**src/rtl/uart_tx_ctrl.sv**
```systemverilog
// -----------------------------------------------------------------------------
// uart_tx_ctrl
//
// Sequencer that sits in front of a uart_tx transmitter. It does three jobs:
//   1. Generates the baud clock-enable (o_ce) from a programmable divider.
//   2. Buffers 9-bit characters written by the bus side in a small FIFO.
//   3. Pops one character at a time and performs a start handshake with
//      uart_tx: raise o_start with o_data stable, wait for busy to go high,
//      drop o_start, then wait for busy to fall before the next character.
//
// Frame format (length, stop bits, parity) is wired straight to uart_tx and
// is not handled here.
//
// Parameters:
//   FIFO_DEPTH  FIFO entries; must be a power of two, at least 2
//   DIV_W       width of the baud divider
//   LVL_W       width of o_level (derived, 0..FIFO_DEPTH must fit)
//
// Ports:
//   i_clk       clock
//   i_rst       synchronous active-high reset (shared with uart_tx)
//   i_div       baud divider; o_ce pulses once every i_div+1 clocks
//   i_wr        FIFO write strobe
//   i_wdata     character to enqueue
//   o_full      FIFO full (registered)
//   o_empty     FIFO empty (registered)
//   o_level     FIFO occupancy 0..FIFO_DEPTH (registered)
//   o_overflow  sticky flag: a write was dropped because the FIFO was full
//   o_idle      FIFO empty, sequencer idle and uart_tx not busy
//   o_ce        baud clock-enable to uart_tx i_ce
//   o_data      character to uart_tx i_data
//   o_start     start request to uart_tx i_start
//   i_busy      busy indication from uart_tx o_busy
// -----------------------------------------------------------------------------
module uart_tx_ctrl #(
   parameter  int FIFO_DEPTH = 8,
   parameter  int DIV_W      = 16,
   localparam int LVL_W      = $clog2(FIFO_DEPTH) + 1
) (
   input  logic             i_clk,
   input  logic             i_rst,
   input  logic [DIV_W-1:0] i_div,
   input  logic             i_wr,
   input  logic [8:0]       i_wdata,
   output logic             o_full,
   output logic             o_empty,
   output logic [LVL_W-1:0] o_level,
   output logic             o_overflow,
   output logic             o_idle,
   output logic             o_ce,
   output logic [8:0]       o_data,
   output logic             o_start,
   input  logic             i_busy
);

   // Index width of the storage array; pointers carry one extra wrap bit.
   localparam int AW = $clog2(FIFO_DEPTH);

   typedef enum logic [1:0] {
      ST_IDLE  = 2'd0,
      ST_START = 2'd1,
      ST_WAIT  = 2'd2
   } state_t;

   // ------------------------------------------------------------------
   // Baud divider state
   // ------------------------------------------------------------------
   logic [DIV_W-1:0] cnt_r;
   logic             ce_r;

   // ------------------------------------------------------------------
   // FIFO state
   // ------------------------------------------------------------------
   logic [8:0]       mem_r [FIFO_DEPTH];
   logic [AW:0]      wptr_r;
   logic [AW:0]      rptr_r;
   logic [LVL_W-1:0] level_r;
   logic [LVL_W-1:0] level_nxt_s;
   logic             full_r;
   logic             empty_r;
   logic             ovf_r;
   logic             wr_acc_s;
   logic [8:0]       head_s;

   // ------------------------------------------------------------------
   // Sequencer state
   // ------------------------------------------------------------------
   state_t           state_r;
   state_t           state_nxt_s;
   logic             pop_s;
   logic             start_r;
   logic             start_nxt_s;
   logic [8:0]       data_r;
   logic [8:0]       data_nxt_s;

   // Baud divider: count up to i_div, then wrap to zero with a one-cycle
   // enable pulse. The >= compare means lowering i_div below the current
   // count wraps on the very next edge instead of running through 2^DIV_W.
   always_ff @(posedge i_clk) begin
      if (i_rst) begin
         cnt_r <= {DIV_W{1'b0}};
         ce_r  <= 1'b0;
      end else if (cnt_r >= i_div) begin
         cnt_r <= {DIV_W{1'b0}};
         ce_r  <= 1'b1;
      end else begin
         cnt_r <= cnt_r + DIV_W'(1);
         ce_r  <= 1'b0;
      end
   end

   // FIFO write acceptance and next occupancy. The full flag used here is
   // the registered one, so a write arriving while full is dropped even if
   // the sequencer frees a slot in the same cycle.
   always_comb begin
      wr_acc_s    = i_wr & ~full_r;
      level_nxt_s = level_r;
      if (wr_acc_s && !pop_s) begin
         level_nxt_s = level_r + LVL_W'(1);
      end else if (!wr_acc_s && pop_s) begin
         level_nxt_s = level_r - LVL_W'(1);
      end else begin
         level_nxt_s = level_r;
      end
   end

   // Head of the FIFO, presented to the sequencer for popping.
   assign head_s = mem_r[rptr_r[AW-1:0]];

   // FIFO pointers, occupancy and flags. Flags are derived from the next
   // occupancy so they appear one cycle after the event, together with
   // o_level. Overflow is sticky until reset.
   always_ff @(posedge i_clk) begin
      if (i_rst) begin
         wptr_r  <= {(AW+1){1'b0}};
         rptr_r  <= {(AW+1){1'b0}};
         level_r <= {LVL_W{1'b0}};
         full_r  <= 1'b0;
         empty_r <= 1'b1;
         ovf_r   <= 1'b0;
      end else begin
         if (wr_acc_s) begin
            wptr_r <= wptr_r + (AW+1)'(1);
         end
         if (pop_s) begin
            rptr_r <= rptr_r + (AW+1)'(1);
         end
         level_r <= level_nxt_s;
         full_r  <= (level_nxt_s == LVL_W'(FIFO_DEPTH));
         empty_r <= (level_nxt_s == {LVL_W{1'b0}});
         if (i_wr && full_r) begin
            ovf_r <= 1'b1;
         end
      end
   end

   // FIFO storage. Not reset: reset flushes the FIFO through the pointers,
   // so stale contents are never observable.
   always_ff @(posedge i_clk) begin
      if (wr_acc_s) begin
         mem_r[wptr_r[AW-1:0]] <= i_wdata;
      end
   end

   // Sequencer state register.
   always_ff @(posedge i_clk) begin
      if (i_rst) begin
         state_r <= ST_IDLE;
      end else begin
         state_r <= state_nxt_s;
      end
   end

   // Sequencer next-state logic. START has no timeout: it waits for
   // uart_tx to acknowledge by raising busy, however long that takes.
   always_comb begin
      state_nxt_s = state_r;
      case (state_r)
         ST_IDLE: begin
            if (!empty_r && !i_busy) begin
               state_nxt_s = ST_START;
            end else begin
               state_nxt_s = ST_IDLE;
            end
         end
         ST_START: begin
            if (i_busy) begin
               state_nxt_s = ST_WAIT;
            end else begin
               state_nxt_s = ST_START;
            end
         end
         ST_WAIT: begin
            if (!i_busy) begin
               state_nxt_s = ST_IDLE;
            end else begin
               state_nxt_s = ST_WAIT;
            end
         end
         default: begin
            state_nxt_s = ST_IDLE;
         end
      endcase
   end

   // Sequencer output logic: decides when to pop and what o_start/o_data
   // become on the next edge. o_data only changes on a pop, so it keeps
   // the last character sent between frames.
   always_comb begin
      pop_s       = 1'b0;
      start_nxt_s = 1'b0;
      data_nxt_s  = data_r;
      case (state_r)
         ST_IDLE: begin
            if (!empty_r && !i_busy) begin
               pop_s       = 1'b1;
               start_nxt_s = 1'b1;
               data_nxt_s  = head_s;
            end else begin
               pop_s       = 1'b0;
               start_nxt_s = 1'b0;
            end
         end
         ST_START: begin
            if (i_busy) begin
               start_nxt_s = 1'b0;
            end else begin
               start_nxt_s = 1'b1;
            end
         end
         ST_WAIT: begin
            start_nxt_s = 1'b0;
         end
         default: begin
            start_nxt_s = 1'b0;
         end
      endcase
   end

   // Registered handshake outputs towards uart_tx.
   always_ff @(posedge i_clk) begin
      if (i_rst) begin
         start_r <= 1'b0;
         data_r  <= 9'h000;
      end else begin
         start_r <= start_nxt_s;
         data_r  <= data_nxt_s;
      end
   end

   assign o_full     = full_r;
   assign o_empty    = empty_r;
   assign o_level    = level_r;
   assign o_overflow = ovf_r;
   assign o_ce       = ce_r;
   assign o_data     = data_r;
   assign o_start    = start_r;
   // Idle is built from registered state plus the live busy input.
   assign o_idle     = empty_r & (state_r == ST_IDLE) & ~i_busy;

endmodule

```
**config.mk**
```make
export PLATFORM = sky130hd
export DESIGN_NAME = uart_tx_ctrl
export DESIGN_NICKNAME = d
export VERILOG_FILES = /design/src/rtl/uart_tx_ctrl.sv
export SDC_FILE = /design/constraint.sdc
export NUM_CORES = 1
export LEC_CHECK = 0
export ABC_AREA = 1
export CAP_MARGIN = 20
export CELL_PAD_IN_SITES_DETAIL_PLACEMENT = 1
export CELL_PAD_IN_SITES_GLOBAL_PLACEMENT = 2
export CORE_MARGIN = 4
export CORE_UTILIZATION = 37
export CTS_CLUSTER_DIAMETER = 100
export CTS_CLUSTER_SIZE = 25
export DETAILED_ROUTE_END_ITERATION = 7
export PLACE_DENSITY = 0.84
export SYNTH_ARGS = -nofsm -noshare
export SYNTH_HDL_FRONTEND = slang
export SYNTH_SLANG_ARGS = --single-unit
```
**constraint.sdc**
```tcl
create_clock -name i_clk -period 1.6 [get_ports i_clk]
set_input_delay 0.16 -clock i_clk [delete_from_list [all_inputs] [get_ports i_clk]]
set_output_delay 0.16 -clock i_clk [all_outputs]
set_load 0.05 [all_outputs]
```
Fig. 1: a small window of the routed layout
Bar = 5 um. Region (85, 85) to (105, 105) um. Cells in grey, sequential cells in the stronger grey; small squares are vias.
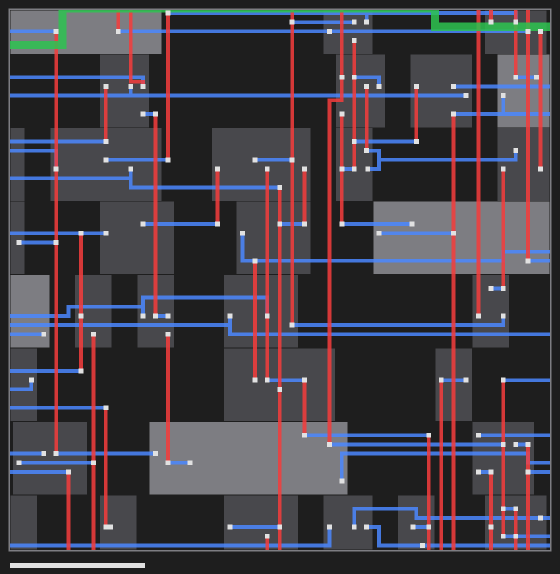
| layer | colour |
|---|---|
| M3 | green |
| M2 | red |
| M1 | blue |
sequential cells in the window: 3
netlist names of flops here include: `o_level` (2), `o_empty` (1)
cells with their middle in the window: 28
most frequent: buf_4 (5)

==> flow_summary.toml <==
# implementation run metrics
[clock_tree]
cts_tree = "done"
clock_sinks = 114
htree_num_levels = 4
ctsLongestPathBuffers = 2
clk_latency_ps = 410
cts_hold_buf = 0
clk_pin_slew_ps = 50
cts_buffers = 17
cts-root-buf = "clkbuf_16"

[route]
top_layer_used = "met4"
vias_per_cell = 4.933
drt_first_pass_iters = 4
via_count = 3971
dr_wl_met3_um = 478
met2_length_um = 7007
wire_per_inst_um = 16.74
drt_iter0_drc = 173
post-route-drc-count = 0
ant_nets = 0
wl_met1_um = 5785

[worst_setup_path]
critPathCapture = "cnt_r[2]"
crit-reg2reg-launch = "cnt_r[14]"
required_ps = 1900
cp-startpoint = "cnt_r[14]"
critPathCaptureType = "flop"
critical_path_arrival_ps = 1910
path_cells = "ha_1 -> nand4_1 -> nor3_2 -> nand2_4 -> nand3_4 -> clkbuf_16 -> nor2_4"
critPathKind = "reg -> reg"
slowest_delay_ps = 320
cp_slowest_cell = "dfxtp_1"
crit_path_max_fanout = 5
r2r_cells = 7
startpoint_type = "flop"
crit_family = "simple AND/OR/NAND/NOR gates"
crit_buf_inv = 1
rrSetupSlack_ps = -10
r2r-end = "cnt_r[2]"

[logic_synthesis]
avgSynthCellArea_um2 = 10.05
edf_count = 72
synthAoiAreaFrac_pct = 9.194
syn-cell-area_mm2 = 0.005185
topCombFamilyByArea = "simple AND/OR/NAND/NOR gates"
yosysSeqAreaShare_pct = 57.92
floorplan.nets = 566
postSynthCellCount = 516
adder_share_pct = 5.068
synthFlopType = "edfxtp_1"
top_cell_area_share_pct = 41.70
synth_cell_type_count = 34
top_cell = "nor2_1"
yosys_warnings = 0
area_leaders = "edfxtp_1, dfxtp_1, nor2_1"
mux_area_share_pct = 0
ys_cells = 516
ys_chip_area_mm2 = 0.005185
yosys.area.top_type = "edfxtp_1"
xor_area_share_pct = 2.703
synthArstFlopShare_pct = 0
ys_ff = 114
common_cells = "nor2_1, edfxtp_1, nand2_1, inv_1, dfxtp_1"

[power_and_ir_drop]
power_leader = "sequential cells"
internal_power_w = 0.006253
p_seq_w = 0.00347
pg_clk_w = 0.00346
power_frac_clock_pct = 38.9
power_w = 0.008893
pwr_density_cell_mw_per_mm2 = 1278
powerComb_w = 0.00197
power.switching_w = 0.002640
leakage_nw = 2.722
worst_ir_drop_vdd_uv = 735.4

[global_route]
met1_usage_pct = 19.63
grt_usage_pct = 17.28
grt-busiest-layer = "met2"
grt_pass1_vias = 4284
grt_max_degree = 39
grt-ovfl-total = 0
grt_pass1_wl_um = 21300
met3_usage_pct = 5.969
use_met2_pct = 30.07

[min_path]
hp-class = "in -> reg"
hold_end = "o_overflow"
hold_depth = 3

[die]
die_x_um = 126.4
die_h_um = 126.4
fp_util_pct = 38.39
row_count = 42
core_mm2 = 0.01351
io_pins = 48
n_tap_cell = 176
die-area_mm2 = 0.01597

[final_layout]
regArea_mm2 = 0.003008
inverters = 50
final-clk-cell-share_pct = 7.896
flops = 114
dominant-cell-class = "sequential cells"
fill_cells = 1462
combGateArea_mm2 = 0.002095
nNonClkBuffers = 97
layoutNonFillerInstCount = 805
clkbuf_count = 27
seq_share_pct = 43.24
comb_cells = 336
area_growth_pct = 34.17
postLayoutCellArea_mm2 = 0.006957
nonClkBufAreaFrac_pct = 12.86
drive_gt1_share_pct = 27.19
nets = 666
antenna_cells = 0

[placed_design]
hpwl_um = 9297
placed_area_mm2 = 0.006136
port_buffers = 47
dp_slack_ps = -381.4
dp_cells = 769

[sta]
grt_setup_unrepaired = "true"
finClkSkew_ps = 6.247
finalMaxSlewViolations = 0
worst-slew-pin-transition_ps = 376.1
relSlewSlack_pct = 74.77
finalSetupTns_ps = -55.29
worst_slack_ps = -14.83
setup_viol = 7
fmax_mhz = 619.3
whs_ps = 409.5
min_period_ps = 1615
final-hold-violation-count = 0

[run]
warnings = 30
maxCapViolCount = 0

[outcome]
violations = "negative setup slack"
outcome = "finished with violations"
Fig. 2: wiring by layer
Bar = 50 um. Two of the layers only.
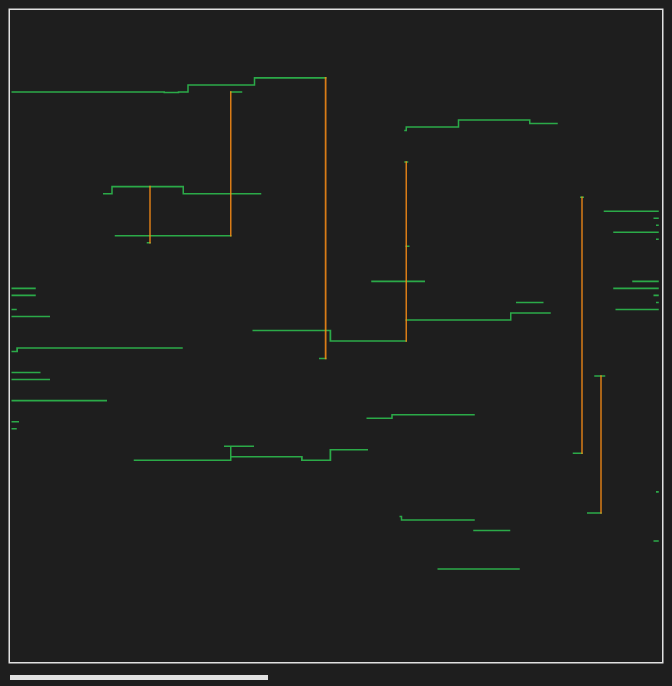
| layer | colour | wire length |
|---|---|---|
| M3 | green | 478 um |
| M4 | orange | 204 um |

==> cell usage in the layout, fill, tap and decap left out, types with 2 or more instances in the layout <==
cell type        count
ha_4                 6
nand2_2              6
dfxtp_2              4
nor4_1               2
a21oi_1             23
o21ai_0             34
clkbuf_8             4
nand4_1              3
clkbuf_1             5
xnor2_1             10
o21ai_1              8
ha_1                14
nand3_2              4
dfxtp_1             38
buf_4               61
inv_1               43
o211ai_2             9
xor2_1               6
clkinv_1             2
nand2_1             54
clkinv_2             5
nand3_1             33
clkbuf_16           19
nand2_4              3
nor3_2               2
clkdlybuf4s50_1     28
nor2_1              81
nor2_4              12
edfxtp_1            72
a21oi_2              4
inv_2                4
nor2_2              15
buf_12               6
